**Run 1: nets reached from selected ports**

Scale: 10 px per µm.
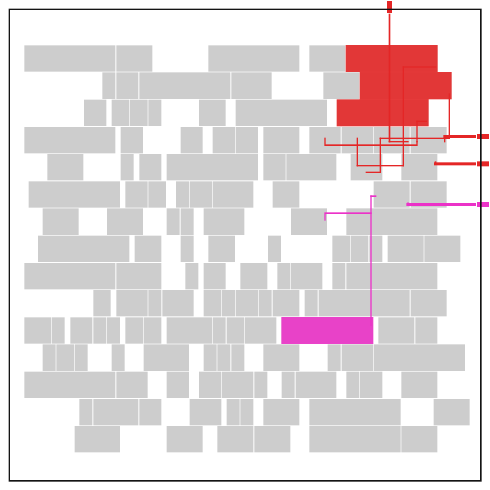
**Run 1: logic cells by family**

Scale: 8 px per µm.
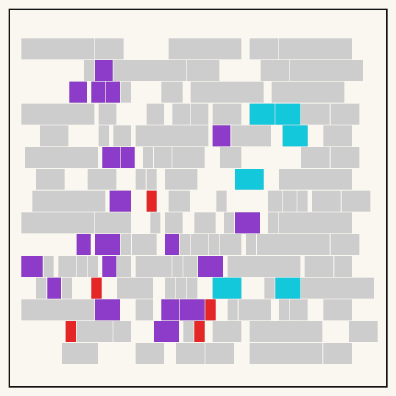
**Run 1: clock distribution**

Scale: 10 px per µm.
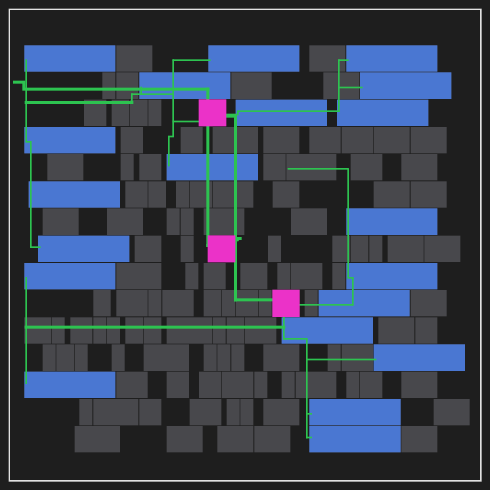
**Run 1: wire density map**

Scale: 8 px per µm. 9 x 9 tiles, from white (low) to dark blue (high), scaled to the fullest tile. Values are wire area over tile area, all layers added.
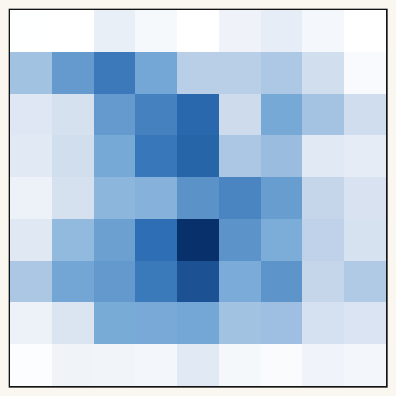
## src/rtl/cc_depuncture_pkg.sv

```systemverilog
`default_nettype none
// ============================================================================
//  Module : p_cc_rate (package)
//  Brief  : Convolutional-code rate codes, puncturing periods and X/Y keep
//           masks shared by the puncturer and the depuncturer.
//  Rev    : 1.0  initial release
// ============================================================================
package p_cc_rate;

    localparam int W      = 2;  // rate-code width
    localparam int KW     = 3;  // pair-index width (k <= 4)
    localparam int MASK_W = 5;  // longest puncturing period

    typedef enum logic [W-1:0] {
        CC_R12 = 2'd0,
        CC_R23 = 2'd1,
        CC_R34 = 2'd2,
        CC_R56 = 2'd3
    } cc_rate_e;

    typedef enum logic {
        NEED_X = 1'b0,
        NEED_Y = 1'b1
    } dp_state_e;

    // Number of (X,Y) pairs in one puncturing period.
    function automatic logic [KW-1:0] cc_period(input logic [W-1:0] rate);
        case (rate)
            CC_R12:  cc_period = 3'd1;
            CC_R23:  cc_period = 3'd2;
            CC_R34:  cc_period = 3'd3;
            default: cc_period = 3'd5;
        endcase
    endfunction

    // X keep mask, bit k = pair index k (1 = transmitted).
    function automatic logic [MASK_W-1:0] cc_xmask(input logic [W-1:0] rate);
        case (rate)
            CC_R12:  cc_xmask = 5'b00001;  // X = 1
            CC_R23:  cc_xmask = 5'b00001;  // X = 10
            CC_R34:  cc_xmask = 5'b00101;  // X = 101
            default: cc_xmask = 5'b10101;  // X = 10101
        endcase
    endfunction

    // Y keep mask, bit k = pair index k (1 = transmitted).
    function automatic logic [MASK_W-1:0] cc_ymask(input logic [W-1:0] rate);
        case (rate)
            CC_R12:  cc_ymask = 5'b00001;  // Y = 1
            CC_R23:  cc_ymask = 5'b00011;  // Y = 11
            CC_R34:  cc_ymask = 5'b00011;  // Y = 110
            default: cc_ymask = 5'b01011;  // Y = 11010
        endcase
    endfunction

endpackage
`default_nettype wire

```

## src/rtl/cc_depuncture_pattern.sv

```systemverilog
`default_nettype none
// ============================================================================
//  Module : cc_punct_pattern
//  Brief  : Combinational lookup of the puncturing pattern at pair index k:
//           X kept, Y kept, and whether k is the last index of the period.
//  Rev    : 1.0  initial release
// ============================================================================
module cc_punct_pattern
    import p_cc_rate::*;
(
    input  logic [W-1:0]  i_rate,
    input  logic [KW-1:0] i_k,
    output logic          o_px,
    output logic          o_py,
    output logic          o_last_k
);

    logic [MASK_W-1:0] w_xmask;
    logic [MASK_W-1:0] w_ymask;
    logic [KW-1:0]     w_last_idx;
    logic              w_k_in_range;

    assign w_xmask      = cc_xmask(i_rate);
    assign w_ymask      = cc_ymask(i_rate);
    assign w_last_idx   = cc_period(i_rate) - KW'(1);
    assign w_k_in_range = (i_k < KW'(MASK_W));

    // Out-of-range k never occurs in normal use; treat it as "keep X only".
    assign o_px     = w_k_in_range ? w_xmask[i_k] : 1'b1;
    assign o_py     = w_k_in_range ? w_ymask[i_k] : 1'b0;
    assign o_last_k = (i_k >= w_last_idx);

endmodule
`default_nettype wire

```

## src/rtl/cc_depuncture.sv

```systemverilog
`default_nettype none
// ============================================================================
//  Module : cc_depuncture
//  Brief  : Rebuilds the rate-1/2 (X,Y) soft-bit pair stream from a
//           punctured stream, marking every deleted position as an erasure.
//  Rev    : 1.0  initial release
// ============================================================================
module cc_depuncture
    import p_cc_rate::*;
#(
    parameter int SW = 3
) (
    input  logic          clk,
    input  logic          reset,      // asynchronous, active-low
    input  logic [SW-1:0] in_bit,
    input  logic          in_valid,
    input  logic          in_first,
    input  logic          in_last,
    output logic          in_ready,
    input  logic [W-1:0]  cc_rate,
    output logic [SW-1:0] out_x,
    output logic [SW-1:0] out_y,
    output logic          out_ex,
    output logic          out_ey,
    output logic          out_last,
    output logic          out_valid,
    input  logic          out_ready,
    output logic          err_pulse
);

    dp_state_e     r_state;
    logic [KW-1:0] r_k;
    logic [W-1:0]  r_rate;
    logic [SW-1:0] r_xhold;

    logic [SW-1:0] r_out_x;
    logic [SW-1:0] r_out_y;
    logic          r_out_ex;
    logic          r_out_ey;
    logic          r_out_last;
    logic          r_out_valid;
    logic          r_err;

    logic          w_acc;
    logic [W-1:0]  w_rate_eff;
    logic [KW-1:0] w_k_eff;
    dp_state_e     w_state_eff;
    logic          w_px;
    logic          w_py;
    logic          w_last_k;

    dp_state_e     w_state_nxt;
    logic [KW-1:0] w_k_nxt;
    logic [W-1:0]  w_rate_nxt;
    logic [SW-1:0] w_xhold_nxt;
    logic          w_emit;
    logic [SW-1:0] w_x;
    logic [SW-1:0] w_y;
    logic          w_ex;
    logic          w_ey;
    logic          w_last;
    logic          w_err;

    assign in_ready = !r_out_valid || out_ready;
    assign w_acc    = in_valid && in_ready;

    // A block start overrides the stored rate, index and state for this bit.
    assign w_rate_eff  = in_first ? cc_rate : r_rate;
    assign w_k_eff     = in_first ? '0      : r_k;
    assign w_state_eff = in_first ? NEED_X  : r_state;

    cc_punct_pattern u_pattern (
        .i_rate   (w_rate_eff),
        .i_k      (w_k_eff),
        .o_px     (w_px),
        .o_py     (w_py),
        .o_last_k (w_last_k)
    );

    // Next-state, pair assembly and error decision for an accepted bit.
    always_comb begin
        w_state_nxt = r_state;
        w_k_nxt     = r_k;
        w_rate_nxt  = r_rate;
        w_xhold_nxt = r_xhold;
        w_emit      = 1'b0;
        w_x         = '0;
        w_y         = '0;
        w_ex        = 1'b0;
        w_ey        = 1'b0;
        w_last      = 1'b0;
        w_err       = 1'b0;

        if (w_acc) begin
            w_rate_nxt  = w_rate_eff;
            w_k_nxt     = w_k_eff;
            w_state_nxt = w_state_eff;
            // A new block while an X is pending throws that X away.
            w_err       = in_first && (r_state == NEED_Y);

            if (w_state_eff == NEED_Y) begin
                w_emit      = 1'b1;
                w_x         = r_xhold;
                w_y         = in_bit;
                w_state_nxt = NEED_X;
            end else if (!w_px) begin
                w_emit = 1'b1;
                w_ex   = 1'b1;
                w_y    = in_bit;
            end else if (!w_py || in_last) begin
                // Block ending where a Y was still owed truncates the pair.
                w_emit = 1'b1;
                w_x    = in_bit;
                w_ey   = 1'b1;
                if (w_py) begin
                    w_err = 1'b1;
                end
            end else begin
                w_xhold_nxt = in_bit;
                w_state_nxt = NEED_Y;
            end

            if (w_emit) begin
                w_k_nxt = w_last_k ? '0 : (w_k_eff + KW'(1));
            end

            if (in_last) begin
                w_last      = 1'b1;
                w_k_nxt     = '0;
                w_state_nxt = NEED_X;
            end
        end
    end

    // Depuncturing state: FSM, pair index, active rate, pending X.
    always_ff @(posedge clk or negedge reset) begin
        if (!reset) begin
            r_state <= NEED_X;
            r_k     <= '0;
            r_rate  <= '0;
            r_xhold <= '0;
        end else begin
            r_state <= w_state_nxt;
            r_k     <= w_k_nxt;
            r_rate  <= w_rate_nxt;
            r_xhold <= w_xhold_nxt;
        end
    end

    // Output pair register: load on emit, release when drained.
    always_ff @(posedge clk or negedge reset) begin
        if (!reset) begin
            r_out_x     <= '0;
            r_out_y     <= '0;
            r_out_ex    <= 1'b0;
            r_out_ey    <= 1'b0;
            r_out_last  <= 1'b0;
            r_out_valid <= 1'b0;
            r_err       <= 1'b0;
        end else begin
            r_err <= w_err;
            if (w_emit) begin
                r_out_x     <= w_x;
                r_out_y     <= w_y;
                r_out_ex    <= w_ex;
                r_out_ey    <= w_ey;
                r_out_last  <= w_last;
                r_out_valid <= 1'b1;
            end else if (out_ready) begin
                r_out_valid <= 1'b0;
            end
        end
    end

    assign out_x     = r_out_x;
    assign out_y     = r_out_y;
    assign out_ex    = r_out_ex;
    assign out_ey    = r_out_ey;
    assign out_last  = r_out_last;
    assign out_valid = r_out_valid;
    assign err_pulse = r_err;

endmodule
`default_nettype wire
```

## config.mk

```make
export PLATFORM = sky130hd
export DESIGN_NAME = cc_depuncture
export DESIGN_NICKNAME = d
export VERILOG_FILES = /design/src/rtl/cc_depuncture_pkg.sv /design/src/rtl/cc_depuncture_pattern.sv /design/src/rtl/cc_depuncture.sv
export SDC_FILE = /design/constraint.sdc
export NUM_CORES = 1
export LEC_CHECK = 0
export CAP_MARGIN = 20
export CORE_UTILIZATION = 53
export CTS_CLUSTER_DIAMETER = 80
export DETAILED_ROUTE_END_ITERATION = 16
export GPL_TIMING_DRIVEN = 0
export PLACE_DENSITY = 0.81
export RECOVER_POWER = 100
export SYNTH_ARGS = -nofsm -noshare
export SYNTH_HDL_FRONTEND = slang
export SYNTH_SLANG_ARGS = --single-unit
```

## constraint.sdc

```tcl
create_clock -name clk -period 6 [get_ports clk]
set_input_delay 1.5 -clock clk [delete_from_list [all_inputs] [get_ports clk]]
set_output_delay 1.5 -clock clk [all_outputs]
set_load 0.1 [all_outputs]
```

==> results.cfg, run 1 <==
; synthesis and place-and-route metrics
[final_layout]
area_growth_pct = 25.2
lay_top_cells = dfrtp_1, nand2_1, dlygate4sd3_1, nor2_1, clkdlybuf4s50_1
fill_cells = 138
n_antenna_cell = 0
final_cell_area_um2 = 1340
drive_above_1_share = 0.0593
num-nets-final = 151

[hold_path]
hp-class = reg -> reg
hold_start = out_y[1]
hold_depth = 1
min_to = out_y[1]

[worst_setup_path]
crit_type = in -> out
crit_required_ps = 4500
r2r_start = r_k[0]
r2r_slack_ps = 3720
path_max_fanout = 4
reg2reg_to = r_k[0]
cp-start-kind = input port
cp.arrival_ps = 3400
end_kind = output port
r2r_cells = 7

[run]
max-cap-violations = 0
warning_count = 26

[synthesis]
yosys.area.top_type = dfrtp_1
ys_types = 33
yosys-stat-area_um2 = 1070
synth-main-ff-cell = dfrtp_1
top_cell_area_share = 0.466
syn_nets = 124
ys_ff = 20
ys_seq_frac = 0.466
area_leaders = dfrtp_1, nand2_1, ha_1, mux2_4, a22o_1
async_flop_share = 1.00
syn_area_per_cell_um2 = 9.85
edf_count = 0
yosys_cells = 109
syn_area_um2 = 1070
syn-instance-count = 109
yosys_warnings = 0

[global_routing]
track_usage = 0.252
overflow = 0
antenna_found_initial = 0
grt_start_max_net_pins = 21
grt_pass1_wl_mm = 3.86
grt_pass1_vias = 835

[placement]
place_area_um2 = 1330
place.gp.congestion = 0.765
dp_hpwl_mm = 1.73
preCtsSetupSlack_ps = 1230

[power]
power_density_nw_per_um2 = 365
p_int_mw = 0.255
p_sw_frac = 0.479
power.switching_mw = 0.235
combPwrFrac = 0.468
peakVddDrop_v = 0.000232
p_leak_nw = 0.589
power_frac_seq = 0.374

[cts]
cts.reportedPaths.clkPinSlew_ps = 100
cts_resized = 0
cts_hold_buf = 0
root_buffer = clkbuf_4
cts-htree-levels = 1
cts.sinks = 20
post_cts_buffers = 0
clockBufferDepth = 2
tritoncts.num_buffers = 3
cts_tree = built

[die]
initial_core_util = 0.590
dieHeight_um = 47.0
die_area_um2 = 2210
fp.dieW_um = 47.0
core_area_um2 = 1820
num_rows = 15

[outcome]
status = completed

[sta]
fin_setup_tns_ps = 0
tightest_slew_ps = 1000
rsz0062_at_grt = false
fmax_mhz = 204
finalSetupViolCount = 0
post-route-min-period_ps = 4900
fin_crit_sh = 0.816
slew_viol_final = 0
finalHoldViolations = 0
timing.final.ws_setup_ps = 1100
relSlewSlack = 0.331

[drt]
via_per_inst = 5.78
drt_iter0_markers = 34
remaining_drc_errors = 0
dr.pass1.iters = 4
wl_per_cell_um = 14.6
ant_nets = 0
Back to the opening pictures, 'nets reached from selected ports':
red -> out_y  # bits 3, direction output, edge 2 right, 1 top, end cells 3, buffers 3, wire 71.8 µm
magenta -> out_ex  # bits 1, direction output, edge right, end cells 1, buffers 1, wire 25.5 µm
num ports: 23
Buffers on Ports: 22

Back to the opening pictures, 'logic cells by family':
cyan -> non-inverting ao/oa cells  # cells 6
purple -> aoi and oai cells  # cells 20
red -> inv cells  # cells 5
combinational share of cell area: 0.394
most frequent logic cell in the layout: dfrtp_1

Back to the opening pictures, 'clock distribution':
magenta -> clock-net drivers  # count 3
green -> clock wires  # length 225 µm
blue -> flip-flops  # count 20
flops lie = spread over the die
routed clock nets = 4
clock distribution power: 0.0777 mW
skew final: 9.13 ps
clk ins delay skew pair: 300 ps
clock share of power: 0.159

Back to the opening pictures, 'wire density map':
nearly empty tiles = 6.2%
fullest tile = 0.52
densest ninth of the die = middle
total routed wirelength: 2.34 mm
via count: 924

run 1: registers in the layout, indices dropped and copies added (netlist names):
signal	cells
err_pulse	1
r_state	1
r_rate	2
out_ex	1
out_valid	1
r_k	3
out_x	3
out_ey	1
out_y	3
out_last	1
r_xhold	3
run 1: Yosys cell counts, types with 2 or more instances:
library cell,n
a21oi_1,3
a22o_1,4
a31oi_1,5
a32oi_1,2
and2_1,2
clkbuf_1,2
dfrtp_1,20
ha_1,4
inv_1,5
mux2_4,3
nand2_1,18
nand2b_1,3
nand4_1,3
nor2_1,8
nor2b_1,4
nor3_1,3
o21ai_0,3
o32ai_1,2
run 1: stage by stage:
| step | hold slack (ps) | util | std cells | total power [mW] |
|---|---|---|---|---|
| 5_1_grt | 532 | 0.738 | 160 | 0.515 |
| 3_5_place_dp | 491 | 0.728 | 156 | 0.429 |
| 3_3_place_gp | 481 | 0.728 | 156 | 0.423 |
| 4_1_cts | 518 | 0.748 | 160 | 0.507 |
| 2_1_floorplan | 481 | - | 109 | 0.365 |
| 6_report | 515 | 0.738 | 160 | 0.490 |
run 1: worst max-delay path, cell delays in order:
cell	delay, ps
dlygate4sd3_1	510
nand2b_1	160
dlygate4sd3_1	1220
run 1: layout make-up:
class | instances | area [µm²] | share of cell area
plain buffers | 2 | 7.51 | 0.00559
inverters | 5 | 18.8 | 0.0140
multi-input cells | 82 | 529 | 0.394
repair buffers | 22 | 220 | 0.164
well taps | 25 | 31.3 | 0.0233
clock buffers | 4 | 36.3 | 0.0270
flip-flops and latches | 20 | 500 | 0.372
run 1: logic make-up (layout without fill, tap and decap cells):
kind of cell	Yosys count	in the layout	synth area share
simple gates	47	47	0.221
compound gates	26	26	0.179
mux	5	5	0.0618
buf+inv	7	33	0.0245
fa+ha+maj	4	4	0.0466
flops	20	20	0.466
run 1: worst max path at each step:
| stage | start | end | slack [ps] | depth (start not counted) |
|---|---|---|---|---|
| after floorplan | out_ready | in_ready | 2200 | 1 |
| after global placement | out_ready | in_ready | 1270 | 3 |
| after detailed placement | out_ready | in_ready | 1230 | 3 |
| after CTS | out_ready | in_ready | 1230 | 3 |
| after global routing | out_ready | in_ready | 1010 | 3 |
| final | out_ready | in_ready | 1100 | 3 |
run 1: power groups by stage:
stage	logic, mW	registers (mW)	clock network, mW
after floorplan	0.0632	0.302	0
after global placement	0.239	0.184	0
after detailed placement	0.243	0.186	0
after CTS	0.243	0.184	0.0800
after global routing	0.244	0.187	0.0844
final	0.229	0.183	0.0777
run 1: routing by layer:
| layer | GRT usage | routed length [µm] | vias to the layer above |
|---|---|---|---|
| met1 | 0.373 | 1080 | 438 |
| met3 | 0.0462 | 145 | 5 |
| met2 | 0.367 | 1080 | 31 |
| met4 | 0.0914 | 34 | 0 |
| li1 | - | - | 450 |
| met5 | 0 | 0 | - |
==> run 2: changes to the inputs <==
--- a/config.mk
+++ b/config.mk
@@ -6,11 +6,11 @@
 export NUM_CORES = 1
 export LEC_CHECK = 0
 export CAP_MARGIN = 20
-export CORE_UTILIZATION = 53
+export CORE_UTILIZATION = 44
 export CTS_CLUSTER_DIAMETER = 80
 export DETAILED_ROUTE_END_ITERATION = 16
 export GPL_TIMING_DRIVEN = 0
-export PLACE_DENSITY = 0.81
+export PLACE_DENSITY = 0.71
 export RECOVER_POWER = 100
 export SYNTH_ARGS = -nofsm -noshare
 export SYNTH_HDL_FRONTEND = slang
==> constraint.sdc (replaced) <==
create_clock -name clk -period 4.5 [get_ports clk]
set_input_delay 1.125 -clock clk [delete_from_list [all_inputs] [get_ports clk]]
set_output_delay 1.125 -clock clk [all_outputs]
set_load 0.1 [all_outputs]
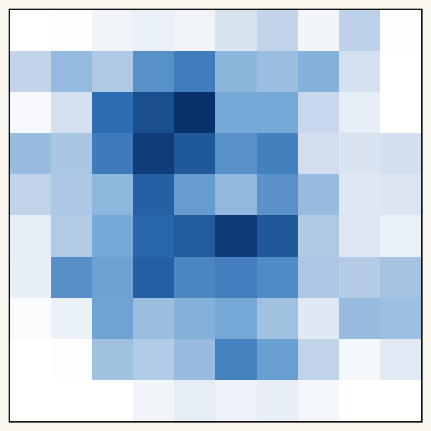
**Above:** run 2 (wire density map).
Scale: 8 px per µm. 10 x 10 tiles, from white (low) to dark blue (high), scaled to the fullest tile. Values are wire area over tile area, all layers added.
mean over tiles = 0.14
nearly empty tiles = 12%
tiles over half the peak = 30%
emptiest ninth of the die = bottom left
fullest tile = 0.40
densest ninth of the die = middle
WL/cell: 14.4 µm
via count: 897
Total GRT Usage: 0.199
total routed wirelength: 2.35 mm

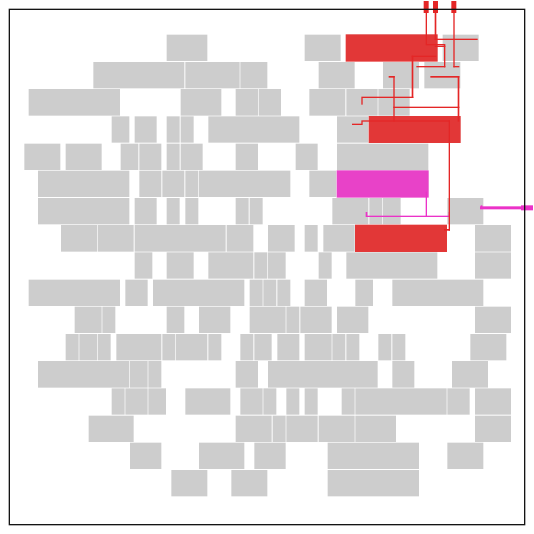
**Above:** run 2 (nets reached from selected ports).
Scale: 10 px per µm.
magenta -> out_ex  # bits 1, direction output, edge right, end cells 1, buffers 1, wire 15.4 µm
red -> out_y  # bits 3, direction output, edge top, end cells 3, buffers 3, wire 75.6 µm

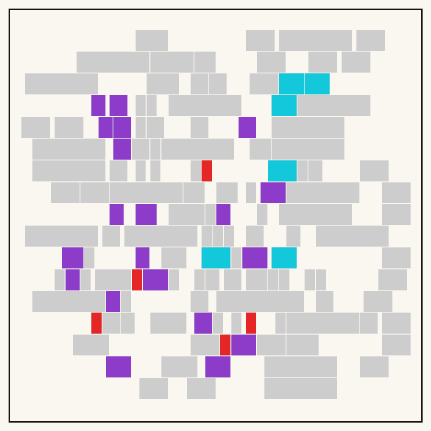
**Above:** run 2 (logic cells by family).
Scale: 8 px per µm.
red -> inv cells  # cells 5, where bottom middle
purple -> aoi and oai cells  # cells 20
cyan -> non-inverting ao/oa cells  # cells 6
combinational share of cell area: 0.390
non-filler cells, final: 163

==> run 2 against run 1 <==
Global-route usage decreased by 5.3 points. Clock-buffer cell count decreased by 1. Worst setup slack got worse by 740 ps. Final area increased by 1.8%. Clock skew decreased by 6.0 ps. Register-to-register slack got worse by 1600 ps. Critical endpoint unchanged. Largest cell class unchanged. Highest routed layer unchanged.
==> results.cfg, run 2 <==
; synthesis and place-and-route metrics
[synthesis]
synth-main-ff-cell = dfrtp_1
yosys_cells = 109
top_cell_area_share = 0.466
syn_nets = 124
ys_seq_frac = 0.466
yosys_warnings = 0
async_flop_share = 1.00
ys_top_cells_by_count = dfrtp_1, nand2_1, nor2_1
ys_types = 33
syn_area_um2 = 1070
syn-instance-count = 109
yosys.area.top_type = dfrtp_1
edf_count = 0
most_common_cell = dfrtp_1
yosys-stat-area_um2 = 1070
area_leaders = dfrtp_1, nand2_1, ha_1, mux2_4, a22o_1
ys_ff = 20
syn_area_per_cell_um2 = 9.85

[cts]
cts_resized = 0
cts.sinks = 20
root_buffer = clkbuf_4
post_cts_buffers = 0
cts.reportedPaths.clkPinSlew_ps = 120
clockBufferDepth = 2
tritoncts.num_buffers = 3
cts_hold_buf = 0
cts-htree-levels = 1
clock_latency_ps = 300
cts_tree = built

[placement]
placedCellCount = 159
preCtsSetupSlack_ps = 504
portBuffers = 22
place.gp.congestion = 0.852
dp_hpwl_mm = 1.74

[sta]
timing.final.ws_setup_ps = 365
fin_crit_sh = 0.919
fmax_mhz = 242
post-route-min-period_ps = 4130
fin_setup_tns_ps = 0
relSlewSlack = 0.339
finalHoldViolations = 0
slew_viol_final = 0
rsz0062_at_grt = false
tightest_slew_ps = 988
skew_ps = 3.13
finalSetupViolCount = 0

[final_layout]
lay_top_cells = dfrtp_1, nand2_1, dlygate4sd3_1, nor2_1, clkdlybuf4s50_1
area_growth_pct = 27.4
fill_cells = 218
logic_area_um2 = 533
drive_above_1_share = 0.0667
layout_top_cell = dfrtp_1
regArea_um2 = 500
n_antenna_cell = 0
final_core_util = 0.607
num-nets-final = 151

[die]
fp.dieW_um = 51.4
core_area_um2 = 2250
pin_count = 23
die_area_um2 = 2640
dieHeight_um = 51.4
initial_core_util = 0.476
num_rows = 17

[worst_setup_path]
reg2reg_to = r_k[0]
crit_required_ps = 3380
crit_type = in -> out
cp-start-kind = input port
end_kind = output port
r2r_slack_ps = 2150
r2r_cells = 7
cp.arrival_ps = 3010
path_max_fanout = 4
r2r_start = r_k[0]

[global_routing]
overflow = 0
antenna_found_initial = 0
grt_pass1_wl_mm = 3.85
grt_pass1_vias = 804
grt_start_max_net_pins = 21

[drt]
drt_iter0_markers = 20
ant_nets = 0
via_per_inst = 5.50
remaining_drc_errors = 0
dr.pass1.iters = 4

[outcome]
status = completed

[power]
power_density_nw_per_um2 = 511
peakVddDrop_v = 0.000335
p_leak_nw = 0.601

[run]
max-cap-violations = 0
warning_count = 26

[hold_path]
hp-class = reg -> reg
min_to = out_ex
hold_depth = 1
hold_start = out_ex
run 2: cell counts after synthesis:
No cell type changed its count.
run 2: cell type report:
class	count	share of cell area
multi-input cells	82	0.390
clock buffers	3	0.0165
well taps	28	0.0256
flip-flops and latches	20	0.366
repair buffers	22	0.161
plain buffers	2	0.00549
inverters	5	0.0137
clock inverters	1	0.0220
run 2: worst max-delay path, stage by stage:
cell           delay (ps)
dlygate4sd3_1         510
nand2b_1              150
dlygate4sd3_1        1210
run 2: layer usage:
layer / up-vias / GRT usage / share of wire
met1: 424 / 0.297 / 0.50
met4: 0 / 0.0541 / 0.0060
met5: - / 0 / 0
li1: 449 / - / -
met2: 22 / 0.297 / 0.46
met3: 2 / 0.0298 / 0.031
run 2: how the worst max path moves through the flow:
stage / to / from / cells after the start / slack [ps]
floorplan: in_ready / out_ready / 1 / 1450
global placement: in_ready / out_ready / 3 / 510
detailed placement: in_ready / out_ready / 3 / 500
CTS: in_ready / out_ready / 3 / 490
global route: in_ready / out_ready / 3 / 320
finish: in_ready / out_ready / 3 / 370
run 2: kinds of logic (layout without fill, tap and decap cells):
| logic type | Yosys count | count (layout) | synth area share |
|---|---|---|---|
| fa+ha+maj | 4 | 4 | 0.0466 |
| buf+inv | 7 | 33 | 0.0245 |
| compound gates | 26 | 26 | 0.179 |
| mux | 5 | 5 | 0.0618 |
| simple gates | 47 | 47 | 0.221 |
| flops | 20 | 20 | 0.466 |
run 2: stage by stage:
| step | total power [mW] | area, µm² | hold slack [ps] |
|---|---|---|---|
| 6_report | 0.699 | 1370 | 507 |
| 5_1_grt | 0.729 | 1370 | 530 |
| 4_1_cts | 0.720 | 1380 | 518 |
| 3_5_place_dp | 0.571 | 1330 | 490 |
| 3_3_place_gp | 0.566 | 1330 | 483 |
| 2_1_floorplan | 0.487 | 1070 | 481 |
run 2: power breakdown:
group | internal, mW | leakage [nW] | switching [mW] | total [mW]
clock | 0.0899 | 0.0279 | 0.0578 | 0.148
combinational | 0.0775 | 0.325 | 0.231 | 0.309
sequential | 0.216 | 0.248 | 0.0273 | 0.243
total | 0.383 | 0.601 | 0.316 | 0.699
Power is estimated from default activity; no workload was simulated.
